===== src/rtl/accel_spi_reader.sv =====
// SPI mode-0 master that periodically burst-reads the accelerometer X/Y/Z registers,
// hands the three signed samples to the magnitude unit and waits for its completion.
module accel_spi_reader #(
  parameter int         CLK_DIV       = 4,
  parameter int         SAMPLE_PERIOD = 50000,
  parameter logic [7:0] START_REG     = 8'h3B
) (
  input  logic               clk,
  input  logic               reset_n,
  input  logic               enable,
  output logic               spi_cs_n,
  output logic               spi_sclk,
  output logic               spi_mosi,
  input  logic               spi_miso,
  output logic signed [15:0] x_out,
  output logic signed [15:0] y_out,
  output logic signed [15:0] z_out,
  output logic               start,
  input  logic               mag_valid,
  output logic               busy,
  output logic               overrun
);

  localparam int                DIV_W        = $clog2(CLK_DIV);
  localparam int                TICK_W       = $clog2(SAMPLE_PERIOD);
  localparam logic [DIV_W-1:0]  DIV_LAST     = DIV_W'(CLK_DIV - 1);
  localparam logic [TICK_W-1:0] TICK_LAST    = TICK_W'(SAMPLE_PERIOD - 1);
  localparam logic [7:0]        CMD          = {1'b1, START_REG[6:0]};
  localparam logic [5:0]        LAST_BIT     = 6'd55;
  localparam logic [5:0]        FIRST_RX_BIT = 6'd8;

  typedef enum logic [2:0] {
    IDLE,
    SETUP,
    XFER,
    HOLD,
    ISSUE,
    WAIT_MAG
  } state_t;

  state_t              state_q;
  state_t              state_d;
  logic [TICK_W-1:0]   tick_cnt_q;
  logic                tick;
  logic [DIV_W-1:0]    div_q;
  logic [DIV_W-1:0]    div_d;
  logic                div_last;
  logic [5:0]          bit_q;
  logic [5:0]          bit_d;
  logic [7:0]          cmd_q;
  logic [7:0]          cmd_d;
  logic [47:0]         rx_q;
  logic [47:0]         rx_d;
  logic                cs_n_d;
  logic                sclk_d;
  logic                mosi_d;
  logic                start_d;
  logic                busy_d;
  logic                overrun_d;
  logic signed [15:0]  x_d;
  logic signed [15:0]  y_d;
  logic signed [15:0]  z_d;

  // Sample tick: the counter is parked at zero while disabled, so a tick that is
  // already due in the cycle enable falls is still honoured.
  always_ff @(posedge clk or negedge reset_n) begin
    if (!reset_n) begin
      tick_cnt_q <= '0;
    end else if (!enable || tick) begin
      tick_cnt_q <= '0;
    end else begin
      tick_cnt_q <= tick_cnt_q + 1'b1;
    end
  end

  assign tick     = (tick_cnt_q == TICK_LAST);
  assign div_last = (div_q == DIV_LAST);

  always_comb begin
    state_d   = state_q;
    div_d     = div_q;
    bit_d     = bit_q;
    cmd_d     = cmd_q;
    rx_d      = rx_q;
    cs_n_d    = spi_cs_n;
    sclk_d    = spi_sclk;
    mosi_d    = spi_mosi;
    start_d   = 1'b0;
    busy_d    = busy;
    overrun_d = tick && (state_q != IDLE);
    x_d       = x_out;
    y_d       = y_out;
    z_d       = z_out;

    case (state_q)
      IDLE: begin
        if (tick) begin
          state_d = SETUP;
          cs_n_d  = 1'b0;
          mosi_d  = CMD[7];
          cmd_d   = {CMD[6:0], 1'b0};
          busy_d  = 1'b1;
          div_d   = '0;
          bit_d   = '0;
        end
      end

      SETUP: begin
        div_d = div_q + 1'b1;
        if (div_last) begin
          state_d = XFER;
          sclk_d  = 1'b1;
          div_d   = '0;
        end
      end

      XFER: begin
        div_d = div_q + 1'b1;
        if (div_last) begin
          div_d  = '0;
          sclk_d = ~spi_sclk;
          if (spi_sclk) begin
            // Falling edge: shift the next command bit out; zeros follow the command byte.
            mosi_d = cmd_q[7];
            cmd_d  = {cmd_q[6:0], 1'b0};
            if (bit_q == LAST_BIT) begin
              state_d = HOLD;
            end else begin
              bit_d = bit_q + 6'd1;
            end
          end else if (bit_q >= FIRST_RX_BIT) begin
            rx_d = {rx_q[46:0], spi_miso};
          end
        end
      end

      HOLD: begin
        div_d = div_q + 1'b1;
        if (div_last) begin
          state_d = ISSUE;
          div_d   = '0;
          cs_n_d  = 1'b1;
          start_d = 1'b1;
          x_d     = $signed(rx_q[47:32]);
          y_d     = $signed(rx_q[31:16]);
          z_d     = $signed(rx_q[15:0]);
        end
      end

      ISSUE: begin
        state_d = WAIT_MAG;
      end

      WAIT_MAG: begin
        if (mag_valid) begin
          state_d = IDLE;
          busy_d  = 1'b0;
        end
      end

      default: begin
        state_d = IDLE;
      end
    endcase
  end

  always_ff @(posedge clk or negedge reset_n) begin
    if (!reset_n) begin
      state_q  <= IDLE;
      div_q    <= '0;
      bit_q    <= '0;
      cmd_q    <= '0;
      spi_cs_n <= 1'b1;
      spi_sclk <= 1'b0;
      spi_mosi <= 1'b0;
      start    <= 1'b0;
      busy     <= 1'b0;
      overrun  <= 1'b0;
      x_out    <= '0;
      y_out    <= '0;
      z_out    <= '0;
    end else begin
      state_q  <= state_d;
      div_q    <= div_d;
      bit_q    <= bit_d;
      cmd_q    <= cmd_d;
      spi_cs_n <= cs_n_d;
      spi_sclk <= sclk_d;
      spi_mosi <= mosi_d;
      start    <= start_d;
      busy     <= busy_d;
      overrun  <= overrun_d;
      x_out    <= x_d;
      y_out    <= y_d;
      z_out    <= z_d;
    end
  end

  // Receive shift register is pure data; it is fully refilled before every use.
  always_ff @(posedge clk) begin
    rx_q <= rx_d;
  end

endmodule


===== config.mk =====
export PLATFORM = sky130hd
export DESIGN_NAME = accel_spi_reader
export DESIGN_NICKNAME = d
export VERILOG_FILES = /design/src/rtl/accel_spi_reader.sv
export SDC_FILE = /design/constraint.sdc
export NUM_CORES = 1
export LEC_CHECK = 0
export CAP_MARGIN = 20
export CORE_ASPECT_RATIO = 1.5
export CORE_UTILIZATION = 50
export DETAILED_ROUTE_END_ITERATION = 16
export GPL_ROUTABILITY_DRIVEN = 0
export PLACE_DENSITY = 0.78
export REMOVE_ABC_BUFFERS = 1
export SYNTH_ARGS = -nofsm -noshare
export SYNTH_HDL_FRONTEND = slang
export SYNTH_SLANG_ARGS = --single-unit

===== constraint.sdc =====
create_clock -name clk -period 6.5 [get_ports clk]
set_input_delay 1.3 -clock clk [delete_from_list [all_inputs] [get_ports clk]]
set_output_delay 1.3 -clock clk [all_outputs]
set_load 0.05 [all_outputs]

power_grid.png
Scale bar: 20 µm. Pins as bars on the die edge.
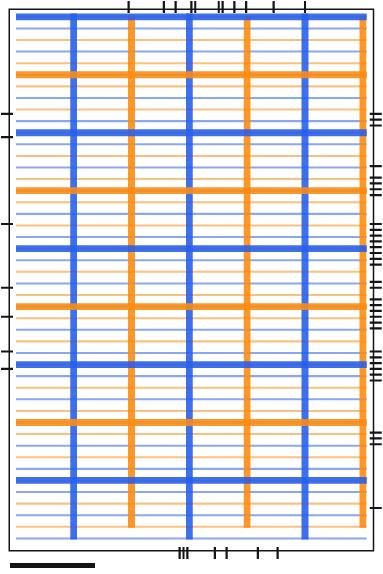
| net | colour |
|---|---|
| VDD | orange |
| VSS | blue |
met1 rails: 46
rows: 45
signal pins: 59
Core ar.: 10,100 µm²
Die X: 85.1 µm

placement_by_type.png
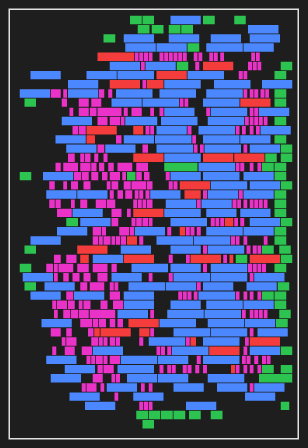
| class | colour | cells | share of their area |
|---|---|---|---|
| other buffers and delay cells | green | 61 | 10% |
| combinational and other logic | magenta | 294 | 23% |
| flops | blue | 136 | 58% |
| clock drivers and dummy loads | red | 32 | 9.1% |
Row Count: 45
Core Util, Final: 64.3%

clk_routes.png
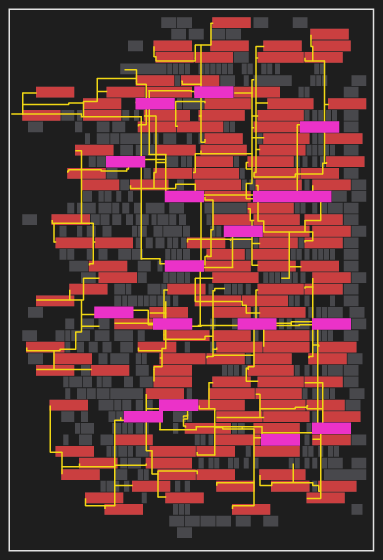
[clock drivers] magenta | count: 17
[flip-flops] red | count: 136
[clock wires] yellow | length: 1,500 µm
routed clock nets: 18
flops lie: widely spread
share of total power in the clock network: 28.5%
latest clock arrival within the worst-skew pair: 0.41 ns
Clock group: 917 µW
Clock Skews: 0.00853 ns

==> CHANGELOG.md <==
### Changed

* Hold_buf cts at 0
* Adder-cell share of the synthesized area at 0.965%
* Critical Path AT at 1.74 ns
* Clock buf/inv share at between 8 and 9%
* Global-route wire length before repair at 16.2 mm
* Worst path slowest cell: clkdlybuf4s50_1
* Postcts setup bufs at 0
* Final WS setup at approximately 3.5 ns
* Hold slack at between 0.4 and 0.5 ns
* Status: finished clean
* Hold path depth at 2
* Rel. slew slack at a little under half
* LEAKAGE at 2.84 nW
* Iter 0 DRT Violations at approximately 230
* Sequential cell area share at 56.3%
* Port buffer count at 58
* Post-Synth AOI/OAI Area at 4.32%
* Setup tns final at 0 ns
* Fillers at 703
* Largest logic family: simple AND/OR/NAND/NOR gates
* Non-clk buf share at 9.89%
* Overall Power at 3.22 mW
* Slew Limit Fails at 0
* DR WL met3 at 438 µm
* Sink Count at ~140
* #FFs+latches synth at 136
* Ys cells at 446
* Num ports at just under 60
* Logic inverters at 13
* Seq_cells at 136
* Final Routed Wirelength at 9.52 mm
* Largest cell class: registers
* Max frequency at approximately 0.33 GHz
* Routed Antenna Nets at 0
* Top cells by area: dfrtp_1 42%, edfxtp_1 28%, nand2_1 11%, xnor2_1 1.9%, nor2_1 1.6%
* Setup slack at placement at 3.47 ns
* Cell Type Count at 40
* Pint at 1.99 mW
* Crit path buf inv count at 1
* CP delay by family, top: buffers and inverters
* HP Class: flip-flop to flip-flop
* Yosys Chip Area at 5180 µm²
* CTS tree: yes
* RSZ-0062 raised after global routing: false
* Gate Area at 1420 µm²
* Warnings, synthesis at 0
* Crit path capture type: output port
* Worst path depth at 1
* Ys async rst share at 64.7%
* Grt total ovfl at 0
* Top-area cell share at 42.0%
* Uppermost routed layer: met4
* M1 wire length at 4.06 mm
* Reg2Reg Depth at 6
* Flop pwr share at 37.2%
* CTS H-Tree Depth at 4
* Crit start category: flip-flop
* Worst reg2reg path endpoint: x_out[1]
* OpenROAD warnings at 27
* FF-to-FF setup slack at 4.02 ns
* Synth Cell Area at between 5000 and 6000 µm²
* Post-synth EDFFs at 48
* CP Capture Point: spi_cs_n
* Max FFs per register at 48
wires.png
Scale bar: 20 µm.
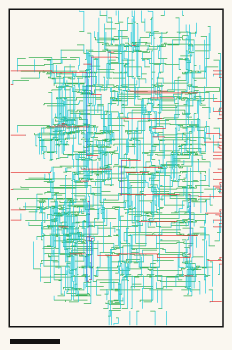
| layer | colour | wire length |
|---|---|---|
| metal 1 | green | 4,060 µm |
| metal 3 | red | 438 µm |
| metal 2 | cyan | 4,890 µm |
| metal 4 | blue | 135 µm |
total number of vias: 3,405
per-cell routed wire length: 14.9 µm
gr usage total: 19.4%

congestion.png
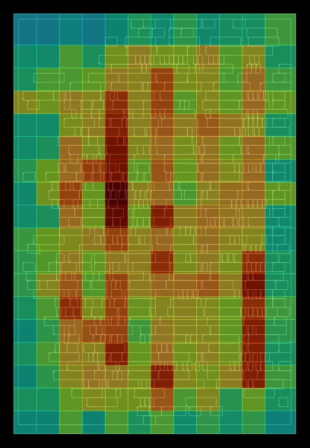
met3 Track Usage GR: 5.47%
met1 Use GR: 24.0%

No activity file was given, so power comes from the tool's default toggle rates.
